### Clock wiring as the flow saved it, run 1

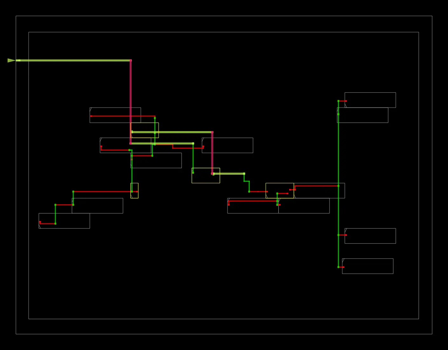
### Metal 1, run 1

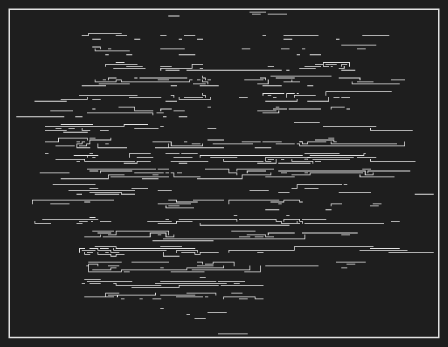
### Met2 routing, run 1

Cells faint in the background.
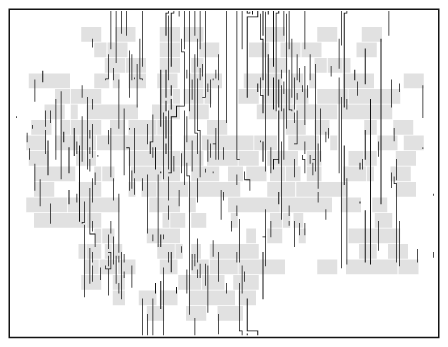
File: src/rtl/mux_stream_rr.sv
// Registered N-to-1 stream multiplexer with fixed-select and round-robin arbitration.
// One output register stage; a word can be drained and replaced in the same cycle.
module mux_stream_rr #(
    parameter  int N_CH = 4,
    parameter  int W    = 8,
    localparam int SW   = $clog2(N_CH)
) (
    input  logic              clk,
    input  logic              rst_n,
    input  logic [N_CH-1:0]   in_valid,
    output logic [N_CH-1:0]   in_ready,
    input  logic [N_CH*W-1:0] in_data,
    input  logic              mode,
    input  logic [SW-1:0]     sel,
    output logic              out_valid,
    input  logic              out_ready,
    output logic [W-1:0]      out_data,
    output logic [SW-1:0]     out_ch
);

    logic          can_load;
    logic          gnt_any;
    logic [SW-1:0] gnt_idx;
    logic [W-1:0]  gnt_data;
    logic [SW-1:0] ptr;
    logic [SW-1:0] ptr_next;
    int            idx;

    always_comb begin
        can_load = !out_valid || out_ready;
        gnt_any  = 1'b0;
        gnt_idx  = '0;
        gnt_data = '0;
        idx      = 0;
        if (can_load) begin
            if (!mode) begin
                // An out-of-range sel matches no channel, so nothing is granted.
                for (int i = 0; i < N_CH; i++) begin
                    if (sel == SW'(i) && in_valid[i]) begin
                        gnt_any = 1'b1;
                        gnt_idx = SW'(i);
                    end
                end
            end else begin
                // Scan from the farthest offset down so the channel nearest ptr wins.
                for (int k = N_CH - 1; k >= 0; k--) begin
                    idx = int'(ptr) + k;
                    if (idx >= N_CH) begin
                        idx = idx - N_CH;
                    end
                    if (in_valid[idx]) begin
                        gnt_any = 1'b1;
                        gnt_idx = SW'(idx);
                    end
                end
            end
        end
        for (int i = 0; i < N_CH; i++) begin
            if (gnt_idx == SW'(i)) begin
                gnt_data = in_data[i*W +: W];
            end
        end
    end

    always_comb begin
        in_ready = '0;
        if (rst_n && gnt_any) begin
            in_ready[gnt_idx] = 1'b1;
        end
    end

    always_comb begin
        if (int'(gnt_idx) == N_CH - 1) begin
            ptr_next = '0;
        end else begin
            ptr_next = gnt_idx + SW'(1);
        end
    end

    always_ff @(posedge clk or negedge rst_n) begin
        if (!rst_n) begin
            out_valid <= 1'b0;
            out_data  <= '0;
            out_ch    <= '0;
            ptr       <= '0;
        end else if (gnt_any) begin
            out_valid <= 1'b1;
            out_data  <= gnt_data;
            out_ch    <= gnt_idx;
            if (mode) begin
                ptr <= ptr_next;
            end
        end else if (out_ready) begin
            out_valid <= 1'b0;
        end
    end

endmodule
File: config.mk
export PLATFORM = sky130hd
export DESIGN_NAME = mux_stream_rr
export DESIGN_NICKNAME = d
export VERILOG_FILES = /design/src/rtl/mux_stream_rr.sv
export SDC_FILE = /design/constraint.sdc
export NUM_CORES = 1
export LEC_CHECK = 0
export CAP_MARGIN = 30
export CELL_PAD_IN_SITES_DETAIL_PLACEMENT = 0
export CELL_PAD_IN_SITES_GLOBAL_PLACEMENT = 1
export CORE_ASPECT_RATIO = 0.75
export CORE_MARGIN = 2
export CORE_UTILIZATION = 27
export CTS_CLUSTER_DIAMETER = 200
export DETAILED_ROUTE_END_ITERATION = 12
export MAX_ROUTING_LAYER = met4
export PLACE_DENSITY_LB_ADDON = 0.1
export SETUP_SLACK_MARGIN = 0.5
export SLEW_MARGIN = 20
export SYNTH_ARGS = -nofsm -noshare
export SYNTH_HDL_FRONTEND = slang
export SYNTH_SLANG_ARGS = --single-unit
File: constraint.sdc
create_clock -name clk -period 3.14 [get_ports clk]
set_clock_uncertainty 0.1 [all_clocks]
set_input_delay 0.314 -clock clk [delete_from_list [all_inputs] [get_ports clk]]
set_output_delay 0.314 -clock clk [all_outputs]
set_load 0.05 [all_outputs]
==> results.yml, run 1 <==
# physical design summary
final_timing:
  max_freq_ghz: 0.390
  timing.final.ws_setup_ns: 0.576
  max_slew_margin: 0.653
  worst-slew-pin-transition_ns: 0.518
  rsz0062_at_grt: "yes"
  holdWs_ns: 0.294
  fin_crit_sh: 0.817
global_route:
  grt_max_degree: 18
  grt_usage: 0.165
  grt-ovfl-total: 0
  grt_pass1_wl_um: 5220
  grt_pass1_vias: 1064
  grt_antenna_before_repair: 0
critical_path:
  crit_family: "buffers and inverters"
  cpPeakStageDelay_ns: 0.47
  path_buffers: 3
  worstRegToRegCells: 10
  cp_max_fo: 6
  endpoint_kind: "primary output"
  crit_required_ns: 2.73
  regToRegStartpoint: "ptr[1]"
  arrival_ns: 2.15
  r2r-end: "out_data[6]"
  crit_start: "out_ready"
  crit_chain: "clkdlybuf4s50_1 > nand2b_2 > nand2_1 > o31a_1 > inv_1 > ha_2 > and3_4 > buf_12"
drt:
  drc: 0
  firstDrtPassIters: 4
  first_iter_violations: 37
  wl_per_cell_um: 14.3
worst_hold_path:
  worstHoldPathType: "primary input to async pin"
power_and_ir_drop:
  p_sw_uw: 440
  power_uw: 1050
  ir_worst_vdd_v: 0.000384
  powerDensity_nw_per_um2: 552
  p_int_uw: 605
  swShare: 0.421
  p_clk_frac: 0.144
  seq_power_share: 0.256
  leakagePower_uw: 0.000791
clock_tree:
  cts_tree: "done"
  cts_num_sinks: 13
  cts_root_buf: "clkbuf_8"
  holdBufCountCts: 0
  cts_buffers: 3
  ctsHtreeMaxLevel: 1
  clock_path_buffers: 2
status:
  status: "finished clean"
synthesis:
  netlist-cell-type-count: 31
  synth-edff-count: 0
  synth_seq_share: 0.318
  ys_chip_area_um2: 1020
  avgSynthCellArea_um2: 9.75
  fp_nets: 151
  ff_type: "dfrtp_1"
  ys_warn_count: 0
  synthCells: 105
  syn_area_um2: 1020
  ys_cells: 105
  numSynthFlops: 13
placement:
  portBuffers: 56
  detailedPlacementHpwl_um: 2560
  pre_cts_ws_ns: 0.131
layout:
  n_fill_cell: 339
  final_common_cell: "clkdlybuf4s50_1"
  seq_area_um2: 325
  final_util: 0.520
  areaGrowthSynthToFinish_pct: 85.0
  most-common-layout-cells: "clkdlybuf4s50_1 (45), nand2_1 (15), dfrtp_1 (13), buf_4 (13), nor2b_1 (9)"
floorplanning:
  die_y_um: 57.3
  ios: 57
  fp.dieW_um: 75.1
  die_area_um2: 4300
  rows: 19
  fp_util: 0.281
  core_area_um2: 3640
job:
  drv_cap: 0
  tool_warnings: 32
-- 'Clock wiring as the flow saved it' (at the start) --
FFs & Latches: 13
worst skew pair latency: 0.24 ns
clk pwr: 151 uW

-- 'Metal 1' (at the start) --
The wires run mostly horizontal. The layer carries 1,500 um of wire. The layer holds 47% of the routed length.
Via Count: 1,111
grt met1 use: 0.236
Total Wirelength: 3230 um

-- 'Met2 routing' (at the start) --
The layer carries 1,490 um of wire. The wires run mostly vertical. 193 nets have wire on it. The layer holds 46% of the routed length.
met2 Use GR: 0.234

-- run 1: worst reg2reg max path, cell delays in order (launching register included) --
cell	delay [ns]
dfrtp_1	0.44
mux2i_1	0.25
a21oi_2	0.09
a41oi_2	0.27
inv_2	0.07
ha_2	0.20
buf_6	0.13
buf_4	0.15
a221oi_1	0.31
o31ai_1	0.12
mux2_4	0.26
-- run 1: sequential cells by signal, summed over array words and instances, names as in the netlist --
| register | flops |
|---|---|
| out_ch | 2 |
| out_data | 8 |
| out_valid | 1 |
| ptr | 2 |
-- run 1: worst max-delay path by stage --
stage,cells past startpoint,endpoint
6_report,8,in_ready[3]
5_1_grt,8,in_ready[3]
4_1_cts,8,in_ready[2]
3_5_place_dp,10,out_data[1]
3_3_place_gp,8,in_ready[2]
2_1_floorplan,8,in_ready[3]
-- run 1: power groups by stage --
stage	Combinational, uW	Clock [uW]	Sequential, uW
2_1_floorplan	197	0	438
3_3_place_gp	590	0	267
3_5_place_dp	593	0	270
4_1_cts	608	155	268
5_1_grt	667	164	278
6_report	627	151	267
-- run 1: area by class of cell --
| cell class | instances | share of cell area |
|---|---|---|
| clock buffer | 4 | 0.0238 |
| timing repair buffer | 70 | 0.374 |
| inverter | 4 | 0.00793 |
| multi-input combinational | 83 | 0.388 |
| tap | 52 | 0.0344 |
| sequential | 13 | 0.172 |
-- run 1: Yosys cell counts (all sizes together), types with 2 or more instances --
master  count  share of area
a21oi       4          0.020
a221oi      7          0.060
and3        4          0.024
clkbuf      4          0.015
dfrtp      13           0.32
ha          4          0.049
inv         4          0.015
mux2       10           0.13
mux2i       3          0.042
nand2      15          0.055
nand2b      2          0.012
nor2        2         0.0098
nor2b       9          0.055
o21ai       3          0.015
o31ai       8          0.059
-- run 1: cell families after synthesis --
group / Yosys count / share of synthesized area
adder cells (fa/ha/maj): 4 / 0.0489
multiplexers: 14 / 0.196
AND/OR/NAND/NOR: 38 / 0.203
flip-flops: 13 / 0.318
AND-OR/OR-AND: 27 / 0.194
buffers and inverters: 9 / 0.0403
-- run 1: stage by stage --
| step | std cells | cell area [um2] |
|---|---|---|
| 5_1_grt | 226 | 1890 |
| 4_1_cts | 220 | 1810 |
| 6_report | 226 | 1890 |
| 3_5_place_dp | 214 | 1720 |
| 3_3_place_gp | 214 | 1720 |
| 2_1_floorplan | 105 | 1030 |
-- run 1: routing by layer --
layer / GRT usage / share of wire / up-vias
met1: 0.236 / 0.47 / 540
met3: 0.0389 / 0.066 / 4
met2: 0.234 / 0.46 / 33
met4: 0.0383 / 0.0068 / 0
met5: - / 0 / -
li1: - / - / 534
-- run 1: what timing repair did --
| action | in CTS | in global routing |
|---|---|---|
| buffers inserted | 2 | 6 |
| endpoints found under the setup margin | 11 | 10 |
| gates resized | 13 | 11 |
| pin swaps | 4 | 2 |
### Cells by drive strength, run 1

Bar = 20 um.
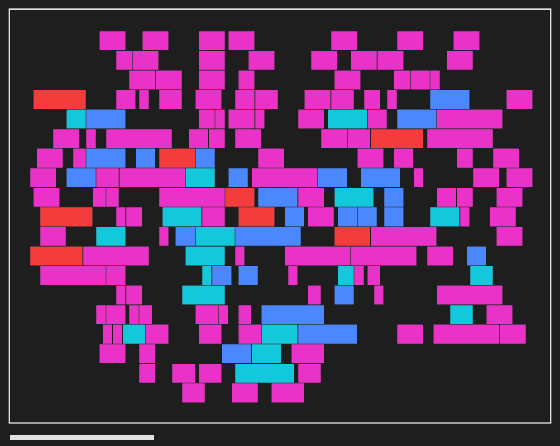

## Run 2: what changed since run 1
==> constraint.sdc (replaced) <==
create_clock -name clk -period 2.69 [get_ports clk]
set_clock_uncertainty 0.1 [all_clocks]
set_input_delay 0.269 -clock clk [delete_from_list [all_inputs] [get_ports clk]]
set_output_delay 0.269 -clock clk [all_outputs]
set_load 0.05 [all_outputs]
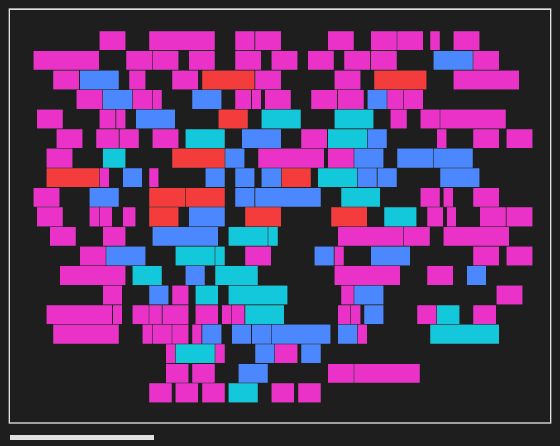
*Cells by drive strength, run 2*
Bar = 20 um.
Key: drive 6 and up = red [cells 11, share 5.9%, most used buf_12]; drive 3 to 4 = blue [cells 40, share 22%, most used buf_4]; drive 2 = cyan [cells 21, share 11%, most used a221oi_2]; drive 1 or less = magenta [cells 113, share 61%, most used clkdlybuf4s50_1]
final setup margin: 0.286 ns
design area: 2060 um2
bufs w/o clock: 81
P&R area growth vs syn: 101%

==> results.yml, run 2 <==
# physical design summary
status:
  status: "finished clean"
layout:
  n_fill_cell: 331
  reg_top3: "out_data (8), out_ch (2), ptr (2)"
  largest_reg_flops: 8
  most-common-layout-cells: "clkdlybuf4s50_1 (44), buf_4 (21), nand2_1 (15), dfrtp_1 (12)"
  final_common_cell: "clkdlybuf4s50_1"
  regMostFlops: "out_data"
  final_layout_size_suffix_gt1_frac: 0.389
synthesis:
  netlist-cell-type-count: 31
  syn_area_um2: 1020
  yosys.area.top_type: "dfrtp_1"
  numSynthFlops: 13
  ys_cells: 105
  fp_nets: 151
  ys_sh_mux: 0.196
  yosys-top-cells-count: "nand2_1 (15), dfrtp_1 (13), nor2b_1 (9)"
  simple_gate_area_frac: 0.203
  synth-edff-count: 0
  top_cell: "nand2_1"
  avgSynthCellArea_um2: 9.75
  synth_seq_share: 0.318
  ys_sh_adder: 0.0489
  ys_sh_aoi: 0.194
  synthXorXnorAreaFrac: 0
  ff_type: "dfrtp_1"
  ys_chip_area_um2: 1020
  synthTopLogicFamily: "simple AND/OR/NAND/NOR gates"
  yosysTopAreaCellShare: 0.318
  ys_warn_count: 0
critical_path:
  crit_required_ns: 2.32
  regToRegStartpoint: "ptr[1]"
  endpoint_kind: "primary output"
  crit_start: "ptr[1]"
  crit_family: "flip-flops"
  cp_max_fo: 5
  cpPeakStageDelay_ns: 0.42
  crit_chain: "mux2i_1 > a21oi_2 > a41oi_2 > buf_4 > ha_4 > buf_6 > and3_4 > buf_12"
  r2r-end: "out_data[1]"
  worstRegToRegCells: 9
  cp.depth: 8
  path_buffers: 3
  crit_end: "in_ready[2]"
  arrival_ns: 2.04
drt:
  wl_met2_um: 1670
  wl_met3_um: 156
  top_layer: "met4"
  met1_length_um: 1590
  firstDrtPassIters: 4
  first_iter_violations: 35
floorplanning:
  fp.dieW_um: 75.1
  ios: 57
  die_y_um: 57.3
  fp_util: 0.281
  rows: 19
  core_area_um2: 3640
global_route:
  grt_pass1_wl_um: 5540
  grt_usage: 0.174
  grt_antenna_before_repair: 0
  grt_max_degree: 12
  grt-ovfl-total: 0
  grt_pass1_vias: 1112
power_and_ir_drop:
  ir_worst_vdd_v: 0.000311
  powerDensity_nw_per_um2: 633
  leakagePower_uw: 0.000857
  power_uw: 1300
clock_tree:
  cts_num_sinks: 13
  insertion_delay_ns: 0.25
  cts_root_buf: "clkbuf_8"
  clock_path_buffers: 2
  holdBufCountCts: 0
  ctsHtreeMaxLevel: 1
  cts_buffers: 3
final_timing:
  rsz0062_at_grt: "yes"
  max_slew_margin: 0.642
  worst-slew-pin-transition_ns: 0.535
  finalHoldViolations: 0
  drv_slew: 0
  holdWs_ns: 0.270
  fin_crit_sh: 0.894
  setup_viol: 0
  max_freq_ghz: 0.416
worst_hold_path:
  worstHoldPathType: "primary input to async pin"
job:
  drv_cap: 0
placement:
  portBuffers: 56
  detailedPlacementHpwl_um: 2620
  place_area_um2: 1830
  pre_cts_ws_ns: -0.111
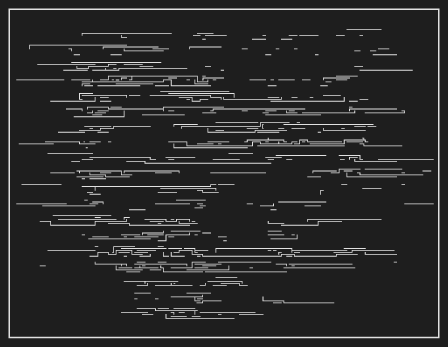
*Metal 1, run 2*
The layer holds 46% of the routed length. The layer carries 1,590 um of wire. The longest straight run is 22.5 um. The wires run mostly horizontal. 199 nets have wire on it.
Via Count: 1,110
Total Wirelength: 3430 um
grt met1 use: 0.238

## run 2: cell counts after synthesis
Identical to the previous run, type by type.
## run 2: stage by stage
stage                      util  instances
after global routing      0.565        237
after detailed placement  0.503        225
after global placement    0.503        225
after CTS                 0.550        235
after floorplan               -        105
final                     0.565        237
## run 2: cells by family after synthesis
kind of cell             count (synthesis)
multiplexers                            14
flip-flops                              13
buffers and inverters                    9
AND-OR/OR-AND                           27
AND/OR/NAND/NOR                         38
adder cells (fa/ha/maj)                  4
## run 2: cell type report
class                   count  area (um2)  share of cell area
well taps                  52        65.1              0.0316
clock buffers               4        45.0              0.0219
flip-flops and latches     13         327               0.159
repair buffers             81         797               0.388
inverters                   4        15.0             0.00730
multi-input cells          83         807               0.393
## run 2: timing repair
item	CTS	global route
buffers inserted	6	2
pin swaps	8	13
gates cloned	0	0
resized	27	9
endpoints found under the setup margin	12	12
## run 2: report_power, final
part	total, uW	switching [uW]	internal, uW
Combinational	806	420	385
Clock	187	82.3	105
Sequential	308	45.1	263
## run 2: worst min path at each step
stage | slack, ns | end
floorplan | -0.13 | out_ch[0]
global placement | 0.39 | out_data[3]
detailed placement | 0.39 | out_data[1]
CTS | 0.28 | out_data[6]
global route | 0.29 | out_data[6]
finish | 0.27 | out_data[6]
## run 2: metal layers
layer	vias to the layer above	global-route usage
met4	0	0.0230
met5	-	-
met3	2	0.0459
met1	530	0.238
li1	554	-
met2	24	0.267
Power and IR drop assume default switching activity.
